Figure 1. Metal 1.
Bar = 10 um.
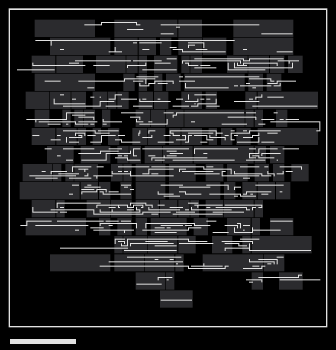
Figure 2. The metal 2 layer.
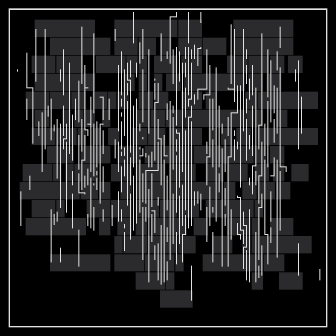
**config.mk**
```make
export PLATFORM = sky130hd
export DESIGN_NAME = explode_sequencer
export DESIGN_NICKNAME = d
export VERILOG_FILES = /design/src/rtl/explode_sequencer.sv
export SDC_FILE = /design/constraint.sdc
export NUM_CORES = 1
export LEC_CHECK = 0
export CORE_UTILIZATION = 55
export DETAILED_ROUTE_END_ITERATION = 12
export GPL_ROUTABILITY_DRIVEN = 0
export GPL_TIMING_DRIVEN = 1
export HOLD_SLACK_MARGIN = 0.1
export PLACE_DENSITY = 0.78
export SYNTH_ARGS = -nofsm -noshare
export SYNTH_HDL_FRONTEND = slang
export SYNTH_SLANG_ARGS = --single-unit
```
**constraint.sdc**
```tcl
create_clock -name clk -period 2.6 [get_ports clk]
set_clock_uncertainty 0.05 [all_clocks]
set_input_delay 0.52 -clock clk [delete_from_list [all_inputs] [get_ports clk]]
set_output_delay 0.52 -clock clk [all_outputs]
set_load 0.01 [all_outputs]
```
**src/rtl/explode_sequencer.sv**
```systemverilog
// explode_sequencer: game-over animation controller.
// Watches for a collision, steps the explosion ROM frame select through
// burst frames 1-4, the all-red frame 5 and a blinking END screen (6/0),
// then waits for the player to restart. Gameplay is frozen via game_active.
module explode_sequencer #(
    parameter int unsigned FRAME_TICKS = 4,
    parameter int unsigned RED_TICKS   = 8,
    parameter int unsigned BLINK_TICKS = 16
) (
    input  logic       clk,
    input  logic       reset_n,
    input  logic       tick,
    input  logic       collision,
    input  logic       restart,
    output logic [3:0] position,
    output logic       game_active,
    output logic       done
);

    localparam int unsigned CNT_W = 8;
    localparam int unsigned POS_W = 4;

    localparam logic [POS_W-1:0] POS_BLANK      = POS_W'(0);
    localparam logic [POS_W-1:0] POS_FIRST      = POS_W'(1);
    localparam logic [POS_W-1:0] POS_LAST_BURST = POS_W'(4);
    localparam logic [POS_W-1:0] POS_RED        = POS_W'(5);
    localparam logic [POS_W-1:0] POS_END        = POS_W'(6);

    // Terminal count values: a frame ends on the tick that sees cnt == N-1.
    localparam logic [CNT_W-1:0] FRAME_LAST = CNT_W'(FRAME_TICKS - 1);
    localparam logic [CNT_W-1:0] RED_LAST   = CNT_W'(RED_TICKS - 1);
    localparam logic [CNT_W-1:0] BLINK_LAST = CNT_W'(BLINK_TICKS - 1);

    typedef enum logic [1:0] {
        S_PLAY   = 2'd0,
        S_BURST  = 2'd1,
        S_RED    = 2'd2,
        S_ENDSCR = 2'd3
    } state_e;

    state_e             state_q, state_d;
    logic [CNT_W-1:0]   cnt_q, cnt_d;
    logic [POS_W-1:0]   position_q, position_d;
    logic               game_active_q, game_active_d;
    logic               done_q, done_d;

    logic [CNT_W-1:0]   cnt_last_c;
    logic               step_done_c;

    // Terminal count for the current phase and the "this tick ends the frame" flag.
    always_comb begin
        cnt_last_c = '0;
        case (state_q)
            S_BURST:  cnt_last_c = FRAME_LAST;
            S_RED:    cnt_last_c = RED_LAST;
            S_ENDSCR: cnt_last_c = BLINK_LAST;
            default:  cnt_last_c = '0;
        endcase
        step_done_c = tick && (cnt_q == cnt_last_c);
    end

    // State and output registers; async reset returns to gameplay.
    always_ff @(posedge clk or negedge reset_n) begin
        if (!reset_n) begin
            state_q       <= S_PLAY;
            cnt_q         <= '0;
            position_q    <= POS_BLANK;
            game_active_q <= 1'b1;
            done_q        <= 1'b0;
        end else begin
            state_q       <= state_d;
            cnt_q         <= cnt_d;
            position_q    <= position_d;
            game_active_q <= game_active_d;
            done_q        <= done_d;
        end
    end

    // Next-state logic: collision only matters in PLAY, restart only in ENDSCR.
    always_comb begin
        state_d = state_q;
        case (state_q)
            S_PLAY: begin
                if (collision) begin
                    state_d = S_BURST;
                end
            end
            S_BURST: begin
                if (step_done_c && (position_q == POS_LAST_BURST)) begin
                    state_d = S_RED;
                end
            end
            S_RED: begin
                if (step_done_c) begin
                    state_d = S_ENDSCR;
                end
            end
            S_ENDSCR: begin
                if (restart) begin
                    state_d = S_PLAY;
                end
            end
            default: state_d = S_PLAY;
        endcase
    end

    // Output/counter logic: counters and frame select move only on ticks.
    always_comb begin
        cnt_d         = cnt_q;
        position_d    = position_q;
        game_active_d = game_active_q;
        done_d        = done_q;
        case (state_q)
            S_PLAY: begin
                position_d = POS_BLANK;
                if (collision) begin
                    position_d    = POS_FIRST;
                    cnt_d         = '0;
                    game_active_d = 1'b0;
                    done_d        = 1'b0;
                end
            end
            S_BURST: begin
                if (tick) begin
                    if (step_done_c) begin
                        cnt_d = '0;
                        if (position_q == POS_LAST_BURST) begin
                            position_d = POS_RED;
                        end else begin
                            position_d = position_q + POS_W'(1);
                        end
                    end else begin
                        cnt_d = cnt_q + CNT_W'(1);
                    end
                end
            end
            S_RED: begin
                if (tick) begin
                    if (step_done_c) begin
                        cnt_d      = '0;
                        position_d = POS_END;
                        done_d     = 1'b1;
                    end else begin
                        cnt_d = cnt_q + CNT_W'(1);
                    end
                end
            end
            S_ENDSCR: begin
                // Restart wins over a same-cycle tick, so no blink toggle here.
                if (restart) begin
                    position_d    = POS_BLANK;
                    cnt_d         = '0;
                    game_active_d = 1'b1;
                    done_d        = 1'b0;
                end else if (tick) begin
                    if (step_done_c) begin
                        cnt_d      = '0;
                        position_d = (position_q == POS_END) ? POS_BLANK : POS_END;
                    end else begin
                        cnt_d = cnt_q + CNT_W'(1);
                    end
                end
            end
            default: begin
                position_d    = POS_BLANK;
                cnt_d         = '0;
                game_active_d = 1'b1;
                done_d        = 1'b0;
            end
        endcase
    end

    assign position    = position_q;
    assign game_active = game_active_q;
    assign done        = done_q;

    // Structural invariants of the registered outputs.
    a_pos_range: assert property (@(posedge clk) disable iff (!reset_n)
        position_q <= POS_END);
    a_done_endscr: assert property (@(posedge clk) disable iff (!reset_n)
        done_q == (state_q == S_ENDSCR));
    a_active_play: assert property (@(posedge clk) disable iff (!reset_n)
        game_active_q == (state_q == S_PLAY));
    a_play_blank: assert property (@(posedge clk) disable iff (!reset_n)
        (state_q == S_PLAY) |-> (position_q == POS_BLANK));

endmodule

```
==> changes_impl.md <==
### Changed

- Logic area: 698 um^2
- Most frequent cells in the layout: dfrtp_1 (15), a21oi_1 (11), nand2_1 (10), ha_1 (10), clkdlybuf4s50_1 (10)
- Final Non-Filler Cells: 165
- Area after DPL: 1290 um^2
- Cts hold-fix bufs: 0
- Row cnt: 16
- Share of post-route cells with drive strength above 1: 10.9%
- Status: finished, final reports clean
- Slew Limit Headroom: 50.7%
- CP max FO: 10
- Clock buffer depth: 2
- Crit path cell chain: inv_1 -> ha_1 -> or3_4 -> a22oi_4 -> a21oi_1 -> nor2_1 -> mux2_2
- Slew @ Worst Pin: 737 ps
- Routed WL per cell: 15.7 um
- Ant diodes: 0
- Pre-CTS setup slack: 168 ps
- Total iterations of the first detailed-routing run: 4
- YS warnings: 0
- Largest net degree at the start of global routing: 17
- Yosys cell types: 39
- Clk ins delay skew pair: 300 ps
- Die area: 2270 um^2
- Crit Path Class: reg -> reg
- Chip Area, Yosys: 1140 um^2
- Leakage power: 0.000582 uW
- Clock root buffer: clkbuf_4
- WP data arrival: 2620 ps
- Top sig layer: met4
- Core ar.: 1960 um^2
- Metal3 WL: 130 um
- Vias per cell: 6.22
- Reg2reg setup slack: 110 ps
- Cell accounting for the most synthesized area: dfrtp_1
- Fillcell total: 181
- Post-DP HPWL: 1920 um
- CP top delay family: simple AND/OR/NAND/NOR gates
- Synth flops: 16
- Main flop type after synthesis: dfrtp_1
- Most frequent logic cell in the layout: dfrtp_1
- Crit path to: position[1]$_DFFE_PN0P_
- EDFF count, synth: 0
- Total power draw: 1570 uW
- Met2 wire len: 1340 um
- Final tally of hold violations: 0
- Setup crit end kind: register
- Critical Path RT: 2730 ps
- Top achievable clock speed: 402 MHz
- Slowest stage cell, crit path: dfrtp_1
- Most Crowded Layer GR: met2
- Unrepaired setup endpoints after global routing: no
- Max Slew Vio Count: 0
- Placed insts: 161
- OpenROAD warning count: 33
- Pre-placement core utilization: 58.4%
- Cycle use final: 95.7%
- Flop area: 402 um^2
- Top cells by area: dfrtp_1 (33%), ha_1 (11%), a21oi_1 (4.8%), nand2_1 (3.3%), o21ai_0 (3.1%)
- Critical path buffer and inverter count: 1
- Clock buffer count from CTS: 3
- Io pins: 11
- Vias in the first global route: 956
- Clock slew at reported path FFs: 110 ps
- Peak supply drop: 0.000667 V
- Worst hold slack: 478 ps
- Post-Syn Area: 1140 um^2
- Critical path's largest stage delay: 430 ps
- First-pass GRT wire length: 4060 um
- R2R Path End: position[1]$_DFFE_PN0P_
- Critical Path Start Type: register
- Critical path depth in cells: 7
- Share of the synthesized area in the top cell type: 32.8%
- Asr flop ratio synth: 100%
- CTS tree: yes
- Buffers added on ports: 10
- WL met1: 1090 um
- Syn Nets: 139
- Final ANT Viol Nets: 0
- P&R area growth vs syn: 15.5%
- Remaining global-route overflow: 0
- Ys cells: 124
- Avg Cell Area, Syn: 9.23 um^2
- Die H: 47.6 um
- PwrDens: 1180 nW/um^2
- Minimum clock period after layout: 2490 ps
- Chip Width: 47.6 um
- GRT Total Usage: 25.7%
- MaxCap Viol Count: 0
- H-tree depth: 1
- # DRC: 0
- Design area: 1320 um^2
- Hold crit path type: reg -> reg
- Post-CTS Setup Inserts: 0
- Synthesized instance count: 124
- Seq share, synth: 35.1%
- Starting DRT DRC Count: 21
- Final setup fails: 0
- TNS Setup: 0 ps
- Nets: 154
- Cell resize tally after clock tree synthesis: 0
- Initial antenna violation count: 0
- Worst r2r path cells: 7
- CP Launch Point: state_q[0]$_DFFE_PN0P_
- Setup ws final: 112 ps
- RR Startpoint: state_q[0]$_DFFE_PN0P_
- Clock sinks: 16
- Final core utilization: 67.4%
- Met3 Use GR: 5.28%
## Picture notes: Figure 1
longest straight run: 29.9 um
share of all routed wire: 42%
M1 GR Usage: 30.0%
Routed WL: 2590 um
Vias: 1026

## Picture notes: Figure 2
wire length on this layer: 1340 um
nets with wire on the layer: 134
grt met2 use: 45.5%

==> cells in the mapped netlist (all sizes together), types with 2 or more instances <==
cell type and number:
clkbuf 3, xnor2 2, a31oi 3, nor3 2, a21oi 11, nor2b 5
o21ai 7, nand2b 5, a22o 2, o32a 2, ha 10, a32o 2
a211oi 2, nand3 4, nor2 8, mux2 3, nand2 10, inv 6
dfrtp 15, and3 5
==> cell type report <==
cell class | count | share of cell area [%]
Timing Repair Buffer | 14 | 9.84
Sequential cell | 16 | 30.4
Inverter | 6 | 1.70
Clock buffer | 4 | 2.74
Multi-Input combinational cell | 98 | 52.8
Tap cell | 27 | 2.55
==> flip-flops by register name, indices dropped and copies added (netlist names) <==
name         count
position         4
state_q          2
game_active      1
cnt_q            8
done             1
==> how the worst min path moves through the flow <==
stage | slack (ps) | start | depth (start not counted) | to
floorplan | 170 | reset_n | 0 | cnt_q[0]$_DFFE_PN0N_
global placement | 450 | done$_DFFE_PN0P_ | 1 | done$_DFFE_PN0P_
detailed placement | 450 | done$_DFFE_PN0P_ | 1 | done$_DFFE_PN0P_
CTS | 480 | done$_DFFE_PN0P_ | 1 | done$_DFFE_PN0P_
global route | 500 | done$_DFFE_PN0P_ | 1 | done$_DFFE_PN0P_
finish | 480 | done$_DFFE_PN0P_ | 1 | done$_DFFE_PN0P_
==> power breakdown <==
part / internal [uW] / switching, uW
clock network: 85.4 / 87.5
registers: 322 / 81.1
logic: 459 / 531
==> cell families (layout without fill, tap and decap cells) <==
family                   after synthesis  in the layout  synth area share [%]
AND/OR/NAND/NOR                       45             45                  21.0
AND-OR/OR-AND                         37             37                  23.4
flip-flops                            16             16                  35.1
adder cells (fa/ha/maj)               10             10                  10.9
buffers and inverters                 10             24                  3.93
multiplexers                           4              4                  4.15
XOR/XNOR                               2              2                  1.53
No activity file was given, so power comes from the tool's default toggle rates.
